Register map, names as in the netlist:
Scale: 6 px per um.
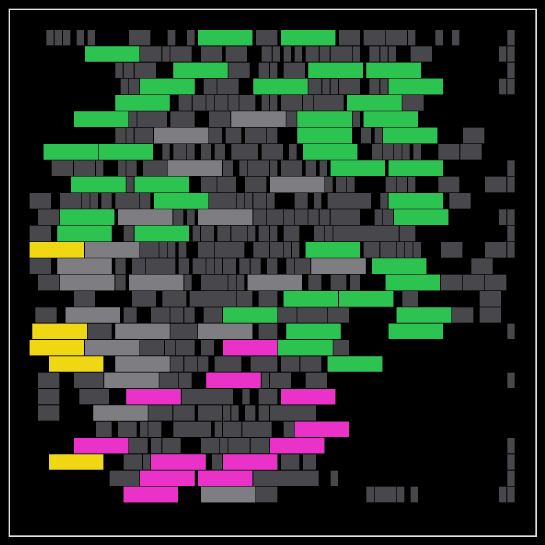
Routed metal, one color a layer:
Scale: 6 px per um. Only two layers are drawn.
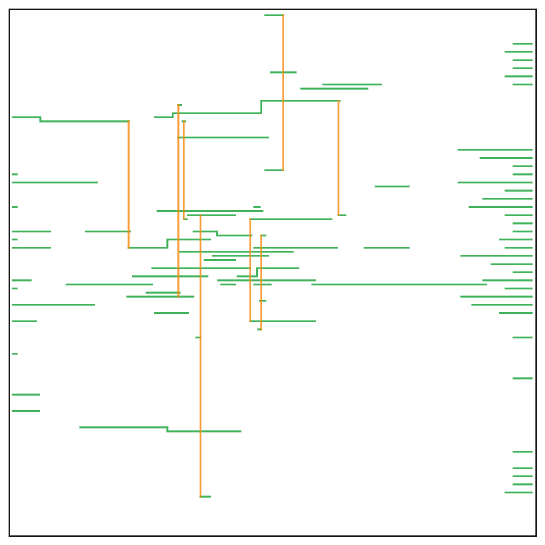
`src/rtl/move_recorder.sv`:
```
// move_recorder: samples synchronized push buttons on a slow tick and records
// direction presses as a packed 2-bit move list, closed and cleared by ENTER.
module move_recorder #(
    parameter int TICK_W    = 12,
    parameter int MAX_MOVES = 20
) (
    input  logic        clk,
    input  logic        rst,
    input  logic [4:0]  btn,
    output logic [39:0] ord,
    output logic [39:0] cnt,
    output logic        comp,
    output logic        move_stb,
    output logic [1:0]  move_code,
    output logic        full,
    output logic        ovf
);
    logic [4:0]        sync1_q, sync2_q, flag_q, flag_d, press;
    logic [TICK_W-1:0] tick_q, tick_d;
    logic [39:0]       ord_q, ord_d;
    logic [4:0]        cnt_q, cnt_d;
    logic [1:0]        code_q, code_d, dir_code;
    logic              comp_q, comp_d, stb_q, stb_d, ovf_q, ovf_d;
    logic              tick, enter_ev, dir_ev, is_full;

    assign tick     = tick_q == '0;
    // flags latch the sampled level, so a held button yields a single rising event
    assign press    = tick ? (sync2_q & ~flag_q) : 5'd0;
    assign enter_ev = press[4];
    assign dir_ev   = !enter_ev && (press[3:0] != 4'd0);
    assign dir_code = press[0] ? 2'd0 : press[1] ? 2'd1 : press[2] ? 2'd2 : 2'd3;
    assign is_full  = cnt_q == 5'(MAX_MOVES);

    always_comb begin
        tick_d = tick_q + TICK_W'(1);
        flag_d = tick ? sync2_q : flag_q;
        ord_d  = ord_q;
        cnt_d  = cnt_q;
        comp_d = comp_q;
        ovf_d  = ovf_q;
        code_d = code_q;
        stb_d  = 1'b0;
        if (enter_ev) begin
            if (comp_q) begin
                comp_d = 1'b0;
                cnt_d  = '0;
                ord_d  = '0;
                ovf_d  = 1'b0;
            end else if (cnt_q != '0) begin
                comp_d = 1'b1;
            end
        end else if (dir_ev && !comp_q) begin
            if (is_full) begin
                ovf_d = 1'b1;
            end else begin
                // slots above cnt are always zero, so OR-ing in the new code is enough
                ord_d  = ord_q | (40'(dir_code) << {cnt_q, 1'b0});
                cnt_d  = cnt_q + 5'd1;
                code_d = dir_code;
                stb_d  = 1'b1;
            end
        end
    end

    always_ff @(posedge clk or posedge rst) begin
        if (rst) begin
            sync1_q <= '0;
            sync2_q <= '0;
            flag_q  <= '0;
            tick_q  <= '0;
            ord_q   <= '0;
            cnt_q   <= '0;
            comp_q  <= 1'b0;
            ovf_q   <= 1'b0;
            code_q  <= '0;
            stb_q   <= 1'b0;
        end else begin
            sync1_q <= btn;
            sync2_q <= sync1_q;
            flag_q  <= flag_d;
            tick_q  <= tick_d;
            ord_q   <= ord_d;
            cnt_q   <= cnt_d;
            comp_q  <= comp_d;
            ovf_q   <= ovf_d;
            code_q  <= code_d;
            stb_q   <= stb_d;
        end
    end

    assign ord       = ord_q;
    assign cnt       = {35'd0, cnt_q};
    assign comp      = comp_q;
    assign move_stb  = stb_q;
    assign move_code = code_q;
    assign full      = is_full;
    assign ovf       = ovf_q;
endmodule
```
`config.mk`:
```
export PLATFORM = sky130hd
export DESIGN_NAME = move_recorder
export DESIGN_NICKNAME = d
export VERILOG_FILES = /design/src/rtl/move_recorder.sv
export SDC_FILE = /design/constraint.sdc
export NUM_CORES = 1
export LEC_CHECK = 0
export CORE_MARGIN = 3
export CORE_UTILIZATION = 52
export DETAILED_ROUTE_END_ITERATION = 8
export HOLD_SLACK_MARGIN = 0.05
export PLACE_DENSITY = 0.95
export SLEW_MARGIN = 20
export SYNTH_ARGS = -nofsm -noshare
export SYNTH_HDL_FRONTEND = slang
export SYNTH_SLANG_ARGS = --single-unit
export TNS_END_PERCENT = 50
```
`constraint.sdc`:
```
create_clock -name clk -period 3.4 [get_ports clk]
set_input_delay 0.51 -clock clk [delete_from_list [all_inputs] [get_ports clk]]
set_output_delay 0.51 -clock clk [all_outputs]
set_load 0.05 [all_outputs]
```
==> impl_metrics.toml <==
# implementation run metrics
[drt]
drc = 0
totalWireLength_mm = 7.52

[global_routing]
globalRouteMet2Util = 0.311
grt_pass1_vias = 2467

[pwr]
p_leak_nw = 1.91
cellPowerDensity_nw_per_um2 = 426

[sta]
skew_ps = 11.1
totalNegativeSetupSlack_ps = 0

[cts]
cts_buffers = 9
clk_pin_slew_worst_paths_ps = 70
cts_resized = 0
ctsHoldBuffers = 0
clockBufferDepth = 2
htree_num_levels = 3

[yosys]
syn_area_um2 = 3460
ys_sh_simple = 0.173
mux_share = 0.0289
top_logic_kind = "simple AND/OR/NAND/NOR gates"
synth-edff-count = 0

[finish]
stdcell_count = 461
antenna_cells = 0
seq_area_um2 = 1930

[floorplanning]
die_h_um = 87.6

[placed_design]
placed_cells = 446

[outcome]
status = "completed"

[critical_path]
crit_required_ps = 2890
-- 'register map, names as in the netlist' (at the start) --
`tick_q`: marked magenta, flops 12, where bottom middle. `ord`: marked green, flops 40. `sync1_q`: marked yellow, flops 5.

-- 'routed metal, one color a layer' (at the start) --
met4: marked orange, wire length 194 um. met3: marked green, wire length 647 um.

report_power, final:
group,switching (mW),internal [mW]
logic,0.110,0.0112
registers,0.00246,0.921
clock network,0.317,0.428
total,0.429,1.36
cells in the mapped netlist (6+ instances only):
master / count
a21oi_1: 10
a22o_1: 6
buf_4: 36
clkbuf_1: 6
dfrtp_1: 77
inv_1: 9
mux2_2: 8
nand2_1: 38
nand3_1: 14
nor2_1: 20
o21ai_0: 10
o21ai_1: 11
xnor2_1: 8
per-stage QoR:
step           hold WS (ps)  setup slack [ps]
5_1_grt                 359               434
4_1_cts                 354               525
3_5_place_dp            338               957
2_1_floorplan           331               923
6_report                352               499
3_3_place_gp            333              1000
routing by layer:
metal  up-vias  part of all wire  routed length, um
li1       1145                 -                  -
met1      1266              0.40               2990
met2       118              0.49               3700
met3        19             0.086                646
met4         0             0.026                193
met5         -                 0                  0
layout by cell type, fill, tap and decap left out, drive strengths merged, types with 2 or more instances in the layout:
| cell | count |
|---|---|
| dfrtp | 77 |
| clkdlybuf4s50 | 57 |
| nand2 | 40 |
| conb | 35 |
| o21ai | 21 |
| nor2 | 20 |
| nand3 | 16 |
| clkbuf | 11 |
| a21oi | 10 |
| inv | 9 |
| mux2 | 8 |
| xnor2 | 8 |
| a22o | 6 |
| nand2b | 5 |
| o31ai | 5 |
| a31oi | 5 |
| nor4 | 5 |
| nor2b | 4 |
| ha | 4 |
| and3 | 3 |
| and2 | 3 |
| o21a | 3 |
| nor3 | 3 |
| buf | 3 |
| o2111ai | 2 |
| nand4 | 2 |
| or2 | 2 |
| o211ai | 2 |
| xor2 | 2 |
| bufinv | 2 |
worst max-delay path by stage:
stage          startpoint        to  slack, ps
2_1_floorplan         rst  cnt_q[0]        920
3_3_place_gp     cnt_q[0]      full       1000
3_5_place_dp     cnt_q[0]      full        960
4_1_cts          cnt_q[0]      full        520
5_1_grt          cnt_q[0]      full        430
6_report         cnt_q[0]      full        500
flip-flops by register name, summed over array words and instances (netlist names):
register,flops
comp,1
cnt_q,5
move_stb,1
ord,40
move_code,2
flag_q,5
ovf,1
tick_q,12
sync2_q,5
sync1_q,5
critical path, cell delays in order (launching register included):
cell and delay, ps:
dfrtp_1 480, inv_1 160, ha_1 190, nand4b_1 190, inv_1 180, clkdlybuf4s50_1 830
layout make-up:
| class | count | share of cell area |
|---|---|---|
| multi-input combinational | 223 | 0.315 |
| tap | 77 | 0.0229 |
| clock inverter | 4 | 0.0173 |
| inverter | 9 | 0.00804 |
| timing repair buffer | 60 | 0.144 |
| sequential | 77 | 0.459 |
| clock buffer | 11 | 0.0337 |
logic make-up after synthesis:
| logic type | count (synthesis) |
|---|---|
| other | 1 |
| AND-OR/OR-AND | 57 |
| buffers and inverters | 53 |
| adder cells (fa/ha/maj) | 4 |
| AND/OR/NAND/NOR | 108 |
| XOR/XNOR | 10 |
| flip-flops | 77 |
| multiplexers | 9 |
